### Where the registers sit, run 1

Scale: 2 px per um.
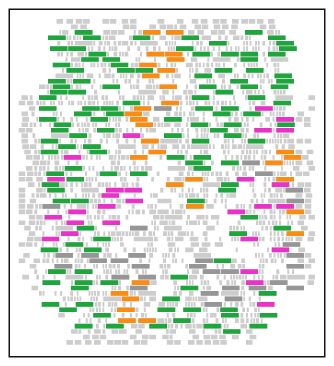
### Cell sizes after repair, run 1

Scale: 3 px per um.
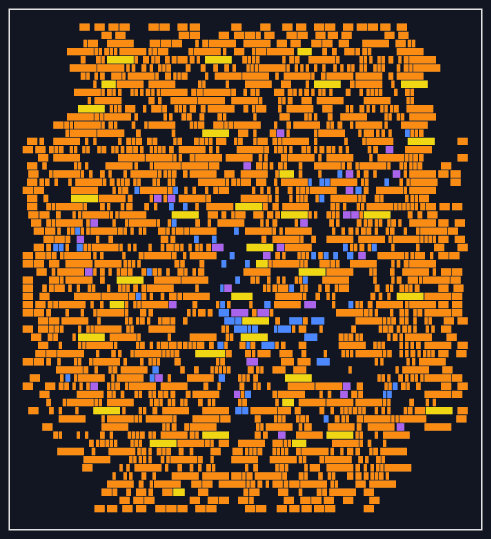
### M2 wires, run 1

Scale: 2 px per um.
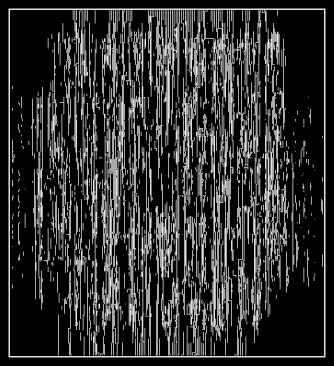
<file path="config.mk">
export PLATFORM = sky130hd
export DESIGN_NAME = cdb_rr_scheduler_flat
export DESIGN_NICKNAME = d
export VERILOG_FILES = /design/src/rtl/cdb_rr_scheduler_if.sv /design/src/rtl/cdb_rr_scheduler.sv /design/src/flat_wrapper.sv
export SDC_FILE = /design/constraint.sdc
export NUM_CORES = 1
export LEC_CHECK = 0
export ABC_AREA = 1
export CORE_AREA = 4 4 153 169
export DETAILED_ROUTE_END_ITERATION = 6
export DIE_AREA = 0 0 157 173
export GPL_TIMING_DRIVEN = 0
export MAX_ROUTING_LAYER = met4
export PLACE_DENSITY = 0.69
export SETUP_SLACK_MARGIN = 0.3
export SYNTH_ARGS = -nofsm -noshare
export SYNTH_HDL_FRONTEND = slang
export SYNTH_SLANG_ARGS = --single-unit
</file>
<file path="constraint.sdc">
create_clock -name clk -period 8.7 [get_ports clk]
set_input_delay 1.305 -clock clk [delete_from_list [all_inputs] [get_ports clk]]
set_output_delay 1.305 -clock clk [all_outputs]
set_load 0.005 [all_outputs]
</file>
<file path="src/rtl/cdb_rr_scheduler_if.sv">
// Result-write and CDB broadcast bundle between functional units and the
// round-robin CDB scheduler.
interface cdb_rr_scheduler_if #(
  parameter int NUM_REQ = 4,
  parameter int WIDTH   = 31,
  parameter int ROB     = 2,
  parameter int CONTROL = 6,
  parameter int SRCW    = 2
);
  logic [NUM_REQ-1:0]              req_valid;
  logic [NUM_REQ-1:0][ROB:0]       req_rob;
  logic [NUM_REQ-1:0][WIDTH:0]     req_result;
  logic [NUM_REQ-1:0][CONTROL:0]   req_control;
  logic [NUM_REQ-1:0]              req_ready;
  logic                            cdb_valid;
  logic [ROB:0]                    cdb_rob;
  logic [WIDTH:0]                  cdb_result;
  logic [CONTROL:0]                cdb_control;
  logic [SRCW-1:0]                 cdb_src;

  modport master (
    output req_valid, req_rob, req_result, req_control,
    input  req_ready,
    input  cdb_valid, cdb_rob, cdb_result, cdb_control, cdb_src
  );

  modport slave (
    input  req_valid, req_rob, req_result, req_control,
    output req_ready,
    output cdb_valid, cdb_rob, cdb_result, cdb_control, cdb_src
  );
endinterface

</file>
<file path="src/rtl/cdb_rr_scheduler.sv">
// Round-robin CDB scheduler: one holding buffer per functional unit,
// drained one per cycle onto a registered common data bus.
module cdb_rr_scheduler #(
  parameter int NUM_REQ = 4,
  parameter int WIDTH   = 31,
  parameter int ROB     = 2,
  parameter int CONTROL = 6,
  parameter int SRCW    = 2
) (
  input logic                clk,
  input logic                clear,
  input logic                flush,
  cdb_rr_scheduler_if.slave  bus
);

  logic [NUM_REQ-1:0]            buf_valid_q, buf_valid_d;
  logic [NUM_REQ-1:0][ROB:0]     buf_rob_q, buf_rob_d;
  logic [NUM_REQ-1:0][WIDTH:0]   buf_result_q, buf_result_d;
  logic [NUM_REQ-1:0][CONTROL:0] buf_control_q, buf_control_d;
  logic [SRCW-1:0]               ptr_q, ptr_d;

  logic                          cdb_valid_q, cdb_valid_d;
  logic [ROB:0]                  cdb_rob_q, cdb_rob_d;
  logic [WIDTH:0]                cdb_result_q, cdb_result_d;
  logic [CONTROL:0]              cdb_control_q, cdb_control_d;
  logic [SRCW-1:0]               cdb_src_q, cdb_src_d;

  logic [NUM_REQ-1:0]            grant;
  logic [NUM_REQ-1:0]            ready;
  logic [NUM_REQ-1:0]            wr;
  logic [SRCW-1:0]               gidx;
  logic                          any_g;

  // Search starts at ptr and wraps, so the last winner has lowest priority
  always_comb begin
    logic [SRCW:0]   sum;
    logic [SRCW-1:0] idx;
    grant = '0;
    gidx  = '0;
    any_g = 1'b0;
    sum   = '0;
    idx   = '0;
    for (int off = 0; off < NUM_REQ; off++) begin
      sum = {1'b0, ptr_q} + (SRCW+1)'(off);
      if (sum >= (SRCW+1)'(NUM_REQ)) begin
        sum = sum - (SRCW+1)'(NUM_REQ);
      end
      idx = sum[SRCW-1:0];
      if (!any_g && buf_valid_q[idx]) begin
        any_g      = 1'b1;
        grant[idx] = 1'b1;
        gidx       = idx;
      end
    end
  end

  assign ready = ~buf_valid_q | grant;
  assign wr    = bus.req_valid & ready & {NUM_REQ{~flush}};

  always_comb begin
    buf_valid_d   = (buf_valid_q & ~grant) | wr;
    buf_rob_d     = buf_rob_q;
    buf_result_d  = buf_result_q;
    buf_control_d = buf_control_q;
    for (int i = 0; i < NUM_REQ; i++) begin
      if (wr[i]) begin
        buf_rob_d[i]     = bus.req_rob[i];
        buf_result_d[i]  = bus.req_result[i];
        buf_control_d[i] = bus.req_control[i];
      end
    end
    if (flush) begin
      buf_valid_d = '0;
    end
  end

  always_comb begin
    cdb_valid_d   = any_g & ~flush;
    cdb_rob_d     = cdb_rob_q;
    cdb_result_d  = cdb_result_q;
    cdb_control_d = cdb_control_q;
    cdb_src_d     = cdb_src_q;
    ptr_d         = ptr_q;
    if (any_g && !flush) begin
      cdb_rob_d     = buf_rob_q[gidx];
      cdb_result_d  = buf_result_q[gidx];
      cdb_control_d = buf_control_q[gidx];
      cdb_src_d     = gidx;
      ptr_d         = (gidx == SRCW'(NUM_REQ-1)) ? '0 : gidx + 1'b1;
    end
  end

  always_ff @(posedge clk or posedge clear) begin
    if (clear) begin
      buf_valid_q   <= '0;
      buf_rob_q     <= '0;
      buf_result_q  <= '0;
      buf_control_q <= '0;
      ptr_q         <= '0;
      cdb_valid_q   <= 1'b0;
      cdb_rob_q     <= '0;
      cdb_result_q  <= '0;
      cdb_control_q <= '0;
      cdb_src_q     <= '0;
    end else begin
      buf_valid_q   <= buf_valid_d;
      buf_rob_q     <= buf_rob_d;
      buf_result_q  <= buf_result_d;
      buf_control_q <= buf_control_d;
      ptr_q         <= ptr_d;
      cdb_valid_q   <= cdb_valid_d;
      cdb_rob_q     <= cdb_rob_d;
      cdb_result_q  <= cdb_result_d;
      cdb_control_q <= cdb_control_d;
      cdb_src_q     <= cdb_src_d;
    end
  end

  assign bus.req_ready   = ready;
  assign bus.cdb_valid   = cdb_valid_q;
  assign bus.cdb_rob     = cdb_rob_q;
  assign bus.cdb_result  = cdb_result_q;
  assign bus.cdb_control = cdb_control_q;
  assign bus.cdb_src     = cdb_src_q;

endmodule

</file>
<file path="src/flat_wrapper.sv">
// flat-port wrapper written by rule: the top's interface ports become plain ports
module cdb_rr_scheduler_flat 
#(
  parameter int NUM_REQ = 4,
  parameter int WIDTH   = 31,
  parameter int ROB     = 2,
  parameter int CONTROL = 6,
  parameter int SRCW    = 2
)
  (clk, clear, flush, bus_req_valid, bus_req_rob, bus_req_result, bus_req_control, bus_req_ready, bus_cdb_valid, bus_cdb_rob, bus_cdb_result, bus_cdb_control, bus_cdb_src);
  cdb_rr_scheduler_if #(.NUM_REQ(NUM_REQ), .WIDTH(WIDTH), .ROB(ROB), .CONTROL(CONTROL), .SRCW(SRCW)) bus_i ();
  input logic clk;
  input logic clear;
  input logic flush;
  input wire logic [$bits(bus_i.req_valid)-1:0] bus_req_valid;
  input wire logic [$bits(bus_i.req_rob)-1:0] bus_req_rob;
  input wire logic [$bits(bus_i.req_result)-1:0] bus_req_result;
  input wire logic [$bits(bus_i.req_control)-1:0] bus_req_control;
  output wire logic [$bits(bus_i.req_ready)-1:0] bus_req_ready;
  output wire logic [$bits(bus_i.cdb_valid)-1:0] bus_cdb_valid;
  output wire logic [$bits(bus_i.cdb_rob)-1:0] bus_cdb_rob;
  output wire logic [$bits(bus_i.cdb_result)-1:0] bus_cdb_result;
  output wire logic [$bits(bus_i.cdb_control)-1:0] bus_cdb_control;
  output wire logic [$bits(bus_i.cdb_src)-1:0] bus_cdb_src;
  assign bus_i.req_valid = bus_req_valid;
  assign bus_i.req_rob = bus_req_rob;
  assign bus_i.req_result = bus_req_result;
  assign bus_i.req_control = bus_req_control;
  assign bus_req_ready = bus_i.req_ready;
  assign bus_cdb_valid = bus_i.cdb_valid;
  assign bus_cdb_rob = bus_i.cdb_rob;
  assign bus_cdb_result = bus_i.cdb_result;
  assign bus_cdb_control = bus_i.cdb_control;
  assign bus_cdb_src = bus_i.cdb_src;
  cdb_rr_scheduler #(.NUM_REQ(NUM_REQ), .WIDTH(WIDTH), .ROB(ROB), .CONTROL(CONTROL), .SRCW(SRCW)) u_core (.clk(clk), .clear(clear), .flush(flush), .bus(bus_i));
endmodule
</file>
==> out/highlights.md, run 1 <==
• finished clean — status
• 60 — row cnt
• 224 — number of primary I/O pins
• 5.07 — average via count per standard cell
• 0.51 ns — clock latency reported for the late side of the worst-skew pair
• 5 — first drt pass iteration count
• u_core.ptr_q[0]$_DFFE_PP0P_ — critical path startpoint
• 1375 — number of cell instances after yosys synthesis
• 0.931 — last weighted congestion value of the routability-driven placer
• 10 — Max FO, Critical Path
• flop — Critical Path Start Type
• 10700 um2 — post-synth area from yosys stat
• 0 — remaining global-route overflow
• 53500 um — first-pass GRT wire length
• 0.55 ns — Max stage delay on crit path
• 1806 — count of nets after finishing
• sky130_fd_sc_hd__clkdlybuf4s50_1 — library cell contributing the largest single delay on the critical path
• 173 um — die y size
• 1 — level count of the clock H-tree
• sky130_fd_sc_hd__nand4_2 — most frequent CP cell
• reg -> out — Worst Setup Path Type
• 0 — Final Max Tran Viols
• 9728 — vias in the first global route
• 27200 um2 — overall die area
• 219 — total clock sinks
• 46.4% — Slew HR
• sky130_fd_sc_hd__nand2_1, sky130_fd_sc_hd__nand3_1, sky130_fd_sc_hd__clkdlybuf4s50_1, sky130_fd_sc_hd__dfrtp_1, sky130_fd_sc_hd__inv_1 — Top Layout Cells
• 4.68 ns — post-layout minimum cycle time
• u_core.ptr_q[1]$_DFFE_PP0P_ — startpoint of the lowest-slack register-to-register path
• sky130_fd_sc_hd__nand2_1 — most frequent logic cell in the layout
• 10700 um2 — area of the mapped netlist
• sky130_fd_sc_hd__clkbuf_16 — root buffer selected by CTS
• 1557 — synthesized netlist net count
• 0 — DRC viols
• 4350 um2 — combinational gate area
• 0 — number of synthesized flops with an enable pin
• 100% — post-synthesis async set-or-reset flop share
• 393 nW/um2 — power per cell area
• 3 — Max Root-Sink Buffers
• 222 — number of input and output port buffers inserted
• 3.38 ns — arrival time reported for the critical path endpoint
• 51.2% — Seq/Total Area, Yosys
-- 'Where the registers sit' (at the start) --
[magenta] u_core.buf_control_q | flops: 28
[orange] u_core.bus.cdb_result | flops: 32
[green] u_core.buf_result_q | flops: 128 | where: all over the die
sequential fraction of total cell area: 38.9%
area taken by flip-flops and latches: 5480 um2

-- 'Cell sizes after repair' (at the start) --
[yellow] x6 and larger | cells: 35 | most used: clkbuf_16
[blue] x2 | cells: 64 | most used: buf_2
[orange] x1 and smaller | cells: 1507 | most used: nand2_1
[purple] x3 and x4 | cells: 31 | most used: buf_4
PnR worst setup slack: 4.02 ns
finished layout cell area: 14100 um2
Area growth syn-to-layout: 31.6%

-- 'M2 wires' (at the start) --
share of all routed wire: 46%
nets with wire on the layer: 1379
longest straight run: 81.6 um
main direction: vertical
met2 GRT Util: 39.9%
vias: 9871
detailed-route wire length: 34100 um

## run 1: synth_stat cells, types with 6 or more instances
master	instances	area share, %
sky130_fd_sc_hd__inv_1	103	3.6
sky130_fd_sc_hd__buf_4	25	1.8
sky130_fd_sc_hd__dfrtp_1	219	51
sky130_fd_sc_hd__ha_1	7	0.82
sky130_fd_sc_hd__nand3_1	285	13
sky130_fd_sc_hd__inv_2	6	0.21
sky130_fd_sc_hd__nand2_2	12	0.70
sky130_fd_sc_hd__clkbuf_1	20	0.70
sky130_fd_sc_hd__or2_0	30	1.8
sky130_fd_sc_hd__nand3b_1	10	0.70
sky130_fd_sc_hd__buf_2	34	1.6
sky130_fd_sc_hd__nand2_1	582	20
sky130_fd_sc_hd__nor2_1	7	0.25
## run 1: through the flow
stage | setup slack, ns | setup TNS, ns | std cells | instance area, um2 | util (%)
after floorplan | 1.40 | 0 | 1375 | 10700 | -
after global placement | -1.54 | -331.98 | 1907 | 13300 | 54.9
after detailed placement | 4.56 | 0 | 1908 | 13300 | 55.1
after CTS | 3.99 | 0 | 1947 | 14100 | 58.1
after global routing | 3.86 | 0 | 1948 | 14100 | 58.1
final | 4.02 | 0 | 1948 | 14100 | 58.1
## run 1: registers in the layout, indices dropped and copies added (netlist names)
name / flops
u_core.ptr_q: 2
u_core.bus.cdb_result: 32
u_core.bus.cdb_valid: 1
u_core.buf_control_q: 28
u_core.buf_rob_q: 12
u_core.bus.cdb_rob: 3
u_core.buf_result_q: 128
u_core.bus.cdb_control: 7
u_core.bus.cdb_src: 2
u_core.buf_valid_q: 4
## run 1: critical path, delay by kind of cell (launching register included)
kind | cells | cell delay (ns)
and+or+nand+nor | 5 | 0.73
DFF | 1 | 0.42
adders and majority gates | 1 | 0.38
buffers and inverters | 6 | 1.34
## run 1: report_power, final
part / internal (W) / total, W / switching (W)
sequential: 0.00144 / 0.00168 / 0.000234
combinational: 0.00106 / 0.00289 / 0.00183
clock: 0.000563 / 0.000971 / 0.000408
## run 1: logic make-up (layout without fill, tap and decap cells)
family	count (synthesis)	after routing	synth area share [%]
buf+inv	192	454	8.18
fa+ha+maj	7	7	0.818
flops	219	219	51.2
compound gates	14	14	0.994
simple gates	943	943	38.8
other cells	0	1	0
## run 1: path summary, 6_finish.rpt
check,to
max in group asynchronous,u_core.buf_result_q[119]$_DFFE_PP0P_
min in group asynchronous,u_core.buf_result_q[97]$_DFFE_PP0P_
setup / recovery,bus_req_ready[0]
hold / removal,u_core.buf_control_q[23]$_DFFE_PP0P_
setup reg to reg,u_core.ptr_q[1]$_DFFE_PP0P_
hold reg to reg,u_core.buf_control_q[23]$_DFFE_PP0P_
## run 1: area by class of cell
cell class | count | share of cell area [%]
flip-flops and latches | 219 | 38.9
multi-input cells | 964 | 30.9
repair buffers | 223 | 16.0
clock buffers | 37 | 5.12
plain buffers | 82 | 3.27
inverters | 110 | 3.00
well taps | 310 | 2.75
clock inverters | 2 | 0.0711
diodes | 1 | 0.0178
## run 1: per-layer routing
layer	GRT usage [%]	routed length [um]	vias up
met5	-	0	-
met4	6.29	856	0
met3	2.93	2180	53
met2	39.9	15800	355
met1	36.0	15200	4656
li1	-	-	4807
### Track usage over the die, run 1

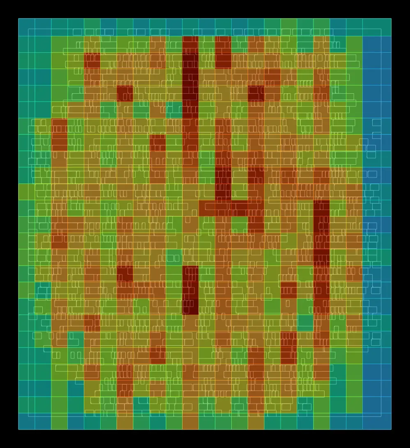

==> inputs of run 2 (changes only) <==
PLACE_DENSITY = 0.72   (was 0.69)
clock period = 3.9 ns   (was 8.7 ns; I/O delays follow)
### Track usage over the die, run 2

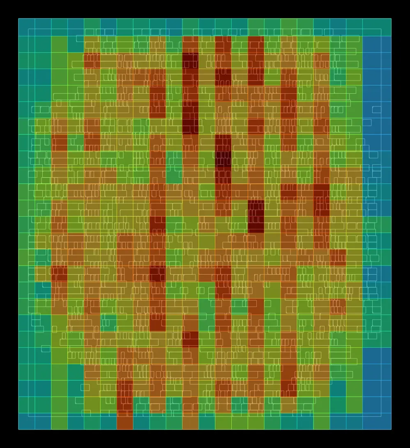
Wirelength per Cell: 17.3 um
Layout Utilization: 59.1%
most crowded layer after global routing: met2
met2 GRT Util: 39.1%
met1 Resource Use GR: 35.3%

### Cell sizes after repair, run 2

Scale: 3 px per um.
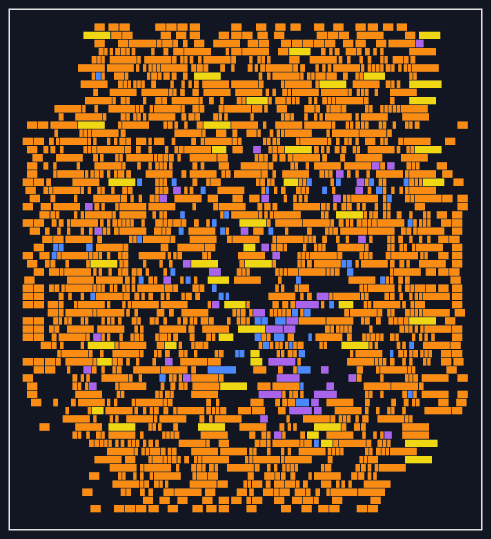
[blue] x2 | cells: 59 | most used: buf_2
[yellow] x6 and larger | cells: 44 | most used: clkbuf_16
[orange] x1 and smaller | cells: 1500 | most used: nand2_1
[purple] x3 and x4 | cells: 45 | most used: buf_4

==> run 2 against run 1 <==
Power increased by 130%. Global-route usage decreased by 0.33 points. Synthesized cell count unchanged. Routed wire length decreased by 0.34%. Worst setup slack got worse by 3.5 ns. Non-clock buffer count increased by 11. Cell area increased by 1.7%. Sequential power increased by 120%. Via count decreased by 0.97%. Largest power group unchanged.
==> out/highlights.md, run 2 <==
• 44.1% — initial standard-cell utilization of the core
• 51.2% — Seq/Total Area, Yosys, unchanged
• 2.84 ns — arrival time reported for the critical path endpoint, -0.54 ns
• 34000 um — detailed-route wire length, -0.34%
• 51.2% — fraction of post-synthesis cell area in the top cell type by area, unchanged
• 60 — row cnt, unchanged
• sky130_fd_sc_hd__clkdlybuf4s50_1 — library cell contributing the largest single delay on the critical path
• 52600 um — first-pass GRT wire length, -1.7%
• 0.994% — synthesized-area fraction occupied by ao, oa, aoi and oai cells, unchanged
• 1816 — count of nets after finishing, +0.55%
• 1375 — number of cell instances after yosys synthesis, unchanged
• 0.51 ns — clock latency reported for the late side of the worst-skew pair, about the same
• 876 nW/um2 — power per cell area, +120%
• sky130_fd_sc_hd__nand2_1 — most frequent logic cell in the layout
• 10700 um2 — area of the mapped netlist, unchanged
• sky130_fd_sc_hd__dfrtp_1 — area leader, netlist
• 0% — xor-xnor portion of the synthesized cell area, unchanged
• 0.916 — last weighted congestion value of the routability-driven placer, -1.6%
• 52.8% — Slew HR, +6.3 points
• 4.99 — average via count per standard cell, -1.5%
• 222 — number of input and output port buffers inserted, unchanged
• 5 — first drt pass iteration count, unchanged
• 0 — Final Max Tran Viols, unchanged
• 0 — number of synthesized flops with an enable pin, unchanged
• sky130_fd_sc_hd__clkbuf_16 — root buffer selected by CTS
• 173 um — die y size, unchanged
• 3.18% — met3 routing resource usage after global routing, +0.25 points
• simple AND/OR/NAND/NOR gates — Top non-seq family
• 100% — post-synthesis async set-or-reset flop share, unchanged
• 0.51 ns — Max stage delay on crit path, -0.04 ns
• 3.43 ns — post-layout minimum cycle time
• 219 — total clock sinks, unchanged
• u_core.buf_result_q — largest reg by FF count
• sky130_fd_sc_hd__nand2_1 — most frequently used cell type in the post-synthesis netlist
• 128 — flip-flop count of the largest register, all copies and words added, unchanged
• sky130_fd_sc_hd__nand2_1, sky130_fd_sc_hd__nand3_1, sky130_fd_sc_hd__dfrtp_1, sky130_fd_sc_hd__inv_1, sky130_fd_sc_hd__buf_2 — Commonest cells post-synth
• 1557 — synthesized netlist net count, unchanged
• reg -> out — Worst Setup Path Type
• 9775 — vias, -0.97%
• 10 — Max FO, Critical Path, unchanged
• 1913 — total placed cells including tap cells, +0.26%
• sky130_fd_sc_hd__nand2_1, sky130_fd_sc_hd__nand3_1, sky130_fd_sc_hd__clkdlybuf4s50_1, sky130_fd_sc_hd__dfrtp_1, sky130_fd_sc_hd__inv_1 — Top Layout Cells
• flop — Critical Path Start Type
• 3 — Max Root-Sink Buffers, unchanged
• 1958 — tally of non-filler cells in the final layout, +0.51%
• 0.818% — area share of fa/ha/maj cells after synthesis, unchanged
• finished clean — status
==> run 2: cell types whose count changed in the layout (fill, tap and decap cells not counted), sizes merged <==
| cell | previous run | this run |
|---|---|---|
| buf | 62 | 73 |
| diode | 1 | 0 |
| clkinv | 2 | 5 |
| bufinv | 0 | 2 |
| clkbuf | 58 | 52 |
| inv | 110 | 109 |
| clkinvlp | 0 | 2 |
==> run 2: critical path, delay by kind of cell (launching register included) <==
| family | cells | cell delay (ns) |
|---|---|---|
| buffers and inverters | 6 | 1.11 |
| DFF | 1 | 0.40 |
| and+or+nand+nor | 5 | 0.60 |
| adders and majority gates | 1 | 0.23 |
==> run 2: path summary, 6_finish.rpt <==
check / start / slack, ns / cells after the start / end
max: u_core.ptr_q[0]$_DFFE_PP0P_ / 0.47 / 12 / bus_req_ready[2]
max in group asynchronous: clear / 2.38 / 5 / u_core.ptr_q[0]$_DFFE_PP0P_
min in group asynchronous: clear / 0.47 / 2 / u_core.bus.cdb_result[26]$_DFFE_PP0P_
min reg2reg: u_core.buf_result_q[108]$_DFFE_PP0P_ / 0.46 / 2 / u_core.buf_result_q[108]$_DFFE_PP0P_
max reg2reg: u_core.ptr_q[0]$_DFFE_PP0P_ / 1.24 / 15 / u_core.ptr_q[1]$_DFFE_PP0P_
min: u_core.buf_result_q[108]$_DFFE_PP0P_ / 0.46 / 2 / u_core.buf_result_q[108]$_DFFE_PP0P_
==> run 2: final cells by class <==
cell class	instances	area [um2]	share of cell area, %
buffer	82	485	3.39
multi-input combinational	964	4410	30.8
clock buffer	31	656	4.58
clock inverter	8	92.6	0.647
sequential	219	5480	38.3
inverter	110	422	2.94
tap	310	388	2.71
timing repair buffer	234	2390	16.7
==> run 2: what timing repair did <==
item,CTS,global route
setup buffers,3,3
endpoints found under the setup margin,4,4
gates resized,14,4
pin swaps,2,0
==> run 2: kinds of logic after synthesis <==
kind of cell / after synthesis
simple gates: 943
flops: 219
compound gates: 14
buf+inv: 192
fa+ha+maj: 7
==> run 2: per-layer routing <==
metal | part of all wire [%] | up-vias | wire length [um]
met3 | 6.3 | 56 | 2130
met2 | 47 | 347 | 15800
met5 | 0 | - | 0
li1 | - | 4833 | -
met4 | 2.6 | 0 | 884
met1 | 45 | 4539 | 15100
==> run 2: metrics by stage <==
step | setup TNS [ns] | worst slack, ns | area, um2 | hold slack (ns) | util, %
3_5_place_dp | 0 | 0.495 | 13400 | 0.450 | 55.4
3_3_place_gp | -277.96 | -1.30 | 13300 | 0.444 | 54.9
6_report | 0 | 0.472 | 14300 | 0.463 | 59.1
4_1_cts | 0 | 0.317 | 14300 | 0.465 | 58.9
5_1_grt | 0 | 0.324 | 14300 | 0.480 | 59.1
2_1_floorplan | 0 | 0.461 | 10700 | 0.433 | -
==> run 2: where the power goes <==
part	internal [W]	total [W]	switching [W]
registers	0.00322	0.00373	0.000515
logic	0.00246	0.00662	0.00415
clock network	0.00130	0.00219	0.000886
total	0.00698	0.0125	0.00556
### M2 wires, run 2

Scale: 2 px per um.
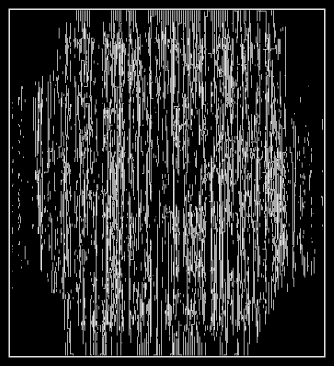

==> inputs of run 3 (changes only) <==
CORE_AREA = 4 4 170 188   (was 4 4 153 169)
DIE_AREA = 0 0 174 192   (was 0 0 157 173)
PLACE_DENSITY = 0.59   (was 0.72)
### M2 wires, run 3

Scale: 2 px per um.
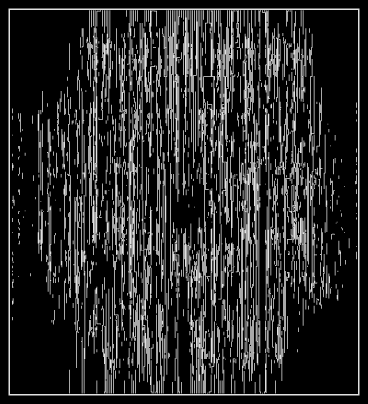
wire length on this layer: 17100 um
nets with wire on the layer: 1354
detailed-route wire length: 36400 um
met2 GRT Util: 35.3%

==> run 3 against run 2 <==
Combinational power increased by 2%. Clock skew fell by 0.00051 ns. Clock power is 9.1% higher. Worst setup slack got worse by 0.073 ns. Synthesized cell count is the same. Sequential share of layout area is 0.48 points lower. Critical path type unchanged. First-iteration DRC count rose by 6.7%. Global-route usage fell by 3.3 points.
==> out/highlights.md, run 3 <==
• 0.994% — synthesized-area fraction occupied by ao, oa, aoi and oai cells, unchanged
• 17.9 um — Wirelength per Cell, +3.2%
• 222 — number of input and output port buffers inserted, unchanged
• 1820 — count of nets after finishing, +0.22%
• 0.818% — area share of fa/ha/maj cells after synthesis, unchanged
• u_core.buf_result_q — largest reg by FF count
• 4.76 — average via count per standard cell, -4.7%
• 0 ns — Setup Total Neg Slack, unchanged
• 13500 um2 — Placed Area, +0.49%
• sky130_fd_sc_hd__nand2_1, sky130_fd_sc_hd__nand3_1, sky130_fd_sc_hd__clkdlybuf4s50_1, sky130_fd_sc_hd__dfrtp_1, sky130_fd_sc_hd__inv_1 — Top Layout Cells
• sky130_fd_sc_hd__clkbuf_16 — root buffer selected by CTS
• 67 — row cnt, +12%
• 51.2% — fraction of post-synthesis cell area in the top cell type by area, unchanged
• 0.465 ns — final hold slack, +0.00164 ns
• sky130_fd_sc_hd__clkdlybuf4s50_1 — library cell contributing the largest single delay on the critical path
• 35.5% — initial standard-cell utilization of the core, -8.7 points
• 10 — Max FO, Critical Path, unchanged
• 51.2% — Seq/Total Area, Yosys, unchanged
• 3 — Max Root-Sink Buffers, unchanged
• 4410 um2 — combinational gate area, unchanged
• 0 — Final Max Tran Viols, unchanged
• 0.399 ns — PnR worst setup slack, -0.0731 ns
• 0.367 ns — Placement Setup Slack, -0.127 ns
• 6 — worst path buffer plus inverter count, unchanged
• 3.50 ns — post-layout minimum cycle time, +0.0731 ns
• 55800 um — first-pass GRT wire length, +6.0%
• 0 — number of synthesized flops with an enable pin, unchanged
• 219 — total clock sinks, unchanged
• finished clean — status
• 0.884 — last weighted congestion value of the routability-driven placer, -3.5%
• 9685 — vias, -0.92%
• simple AND/OR/NAND/NOR gates — Top non-seq family
• 5480 um2 — area taken by flip-flops and latches, about the same
### Where the registers sit, run 3

Scale: 2 px per um.
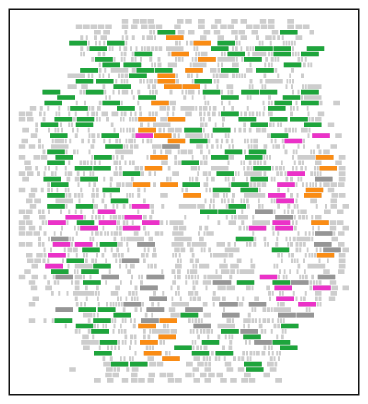
[magenta] u_core.buf_control_q | flops: 28
[green] u_core.buf_result_q | flops: 128 | where: all over the die
[orange] u_core.bus.cdb_result | flops: 32
not coloured: 31

## run 3: cell count changes in the layout (fill, tap and decap cells not counted), moves of 2 or more
cell                        change
sky130_fd_sc_hd__buf_4          +3
sky130_fd_sc_hd__clkbuf_1       +2
sky130_fd_sc_hd__clkbuf_16      +2
sky130_fd_sc_hd__clkbuf_8       +2
## run 3: path summary, 6_finish.rpt
| check | from | end | slack [ns] | cells after the start |
|---|---|---|---|---|
| worst max-delay path | u_core.ptr_q[0]$_DFFE_PP0P_ | bus_req_ready[0] | 0.40 | 12 |
| worst min-delay path | u_core.buf_rob_q[3]$_DFFE_PP0P_ | u_core.buf_rob_q[3]$_DFFE_PP0P_ | 0.46 | 2 |
| worst max register to register | u_core.ptr_q[0]$_DFFE_PP0P_ | u_core.bus.cdb_result[17]$_DFFE_PP0P_ | 1.08 | 15 |
| worst min register to register | u_core.buf_rob_q[3]$_DFFE_PP0P_ | u_core.buf_rob_q[3]$_DFFE_PP0P_ | 0.46 | 2 |
| max in group asynchronous | clear | u_core.buf_result_q[99]$_DFFE_PP0P_ | 2.17 | 5 |
| min in group asynchronous | clear | u_core.buf_result_q[57]$_DFFE_PP0P_ | 0.52 | 2 |
## run 3: cell families (layout without fill, tap and decap cells)
kind of cell | after synthesis | count (layout)
AOI/OAI and AO/OA | 14 | 14
adders and majority gates | 7 | 7
buffers and inverters | 192 | 474
DFF | 219 | 219
and+or+nand+nor | 943 | 943
## run 3: cell type report
cell class | instances | area share, %
sequential | 219 | 37.8
multi-input combinational | 964 | 30.4
timing repair buffer | 236 | 16.5
clock buffer | 37 | 5.11
buffer | 82 | 3.37
tap | 379 | 3.27
inverter | 110 | 2.91
clock inverter | 9 | 0.681
## run 3: stage by stage
step / utilization, % / cells
6_report: 48.1 / 2036
5_1_grt: 48.1 / 2036
4_1_cts: 48.0 / 2034
3_5_place_dp: 44.7 / 1981
3_3_place_gp: 44.4 / 1976
2_1_floorplan: - / 1375
## run 3: repair_timing
| action | 4_1_cts | 5_1_grt |
|---|---|---|
| setup endpoints to repair | 4 | 4 |
| gates resized | 20 | 3 |
| pin swaps | 5 | 0 |
| endpoints found under the hold margin | 0 | 0 |
| buffers inserted | 7 | 2 |
## run 3: where the power goes
part / internal [W] / switching [W] / leakage (nW) / total, W
Combinational: 0.00249 / 0.00425 / 4.24 / 0.00674
Sequential: 0.00322 / 0.000508 / 2.72 / 0.00373
Clock: 0.00144 / 0.000944 / 0.421 / 0.00239
Total: 0.00715 / 0.00570 / 7.38 / 0.0129
## run 3: metal layers
| layer | global-route usage, % | vias up | wire (um) |
|---|---|---|---|
| li1 | - | 4852 | - |
| met1 | 29.9 | 4532 | 16900 |
| met2 | 35.3 | 257 | 17100 |
| met4 | 5.36 | 0 | 817 |
| met5 | - | - | 0 |
| met3 | 2.64 | 44 | 1670 |
## run 3: tightest hold or removal path: stages (launching register included)
cell and delay [ns]:
sky130_fd_sc_hd__dfrtp_1 0.34, sky130_fd_sc_hd__nand2_1 0.05, sky130_fd_sc_hd__nand2_1 0.04

==> layout pictures side by side <==
Zoomed window.
picture 1
Window x 66 to 91, y 74 to 99 um. Cells in grey, sequential cells in the stronger grey; small squares are vias.
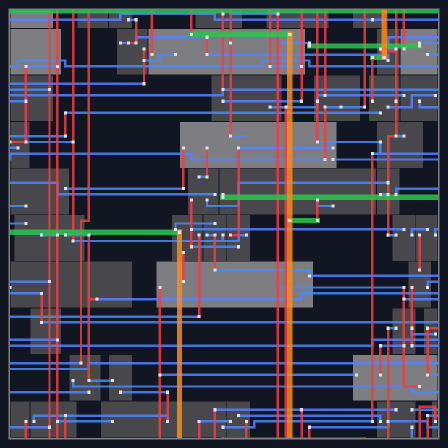
picture 2
Window x 66 to 91, y 74 to 99 um. Cells in grey, sequential cells in the stronger grey; small squares are vias.
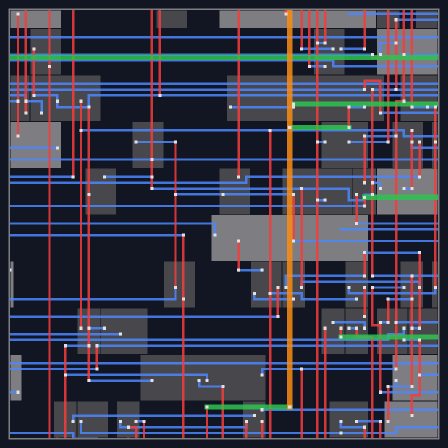
picture 3
Window x 74 to 99, y 84 to 109 um. Cells in grey, sequential cells in the stronger grey; small squares are vias.
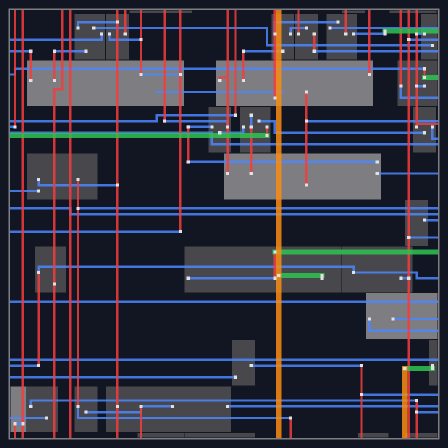
- picture 2 = run 1
- picture 1 = run 2
- picture 3 = run 3

Key to picture 2:
[blue] M1
[orange] M4
[green] M3
[red] M2
netlist names of flops here include: u_core.bus.cdb_result (1)
most frequent: nand2_1 (8), nand3_1 (5), buf_2 (5)
cells with their middle in the window: 30
sequential cells in the window: 1

Power is estimated from default activity; no workload was simulated.
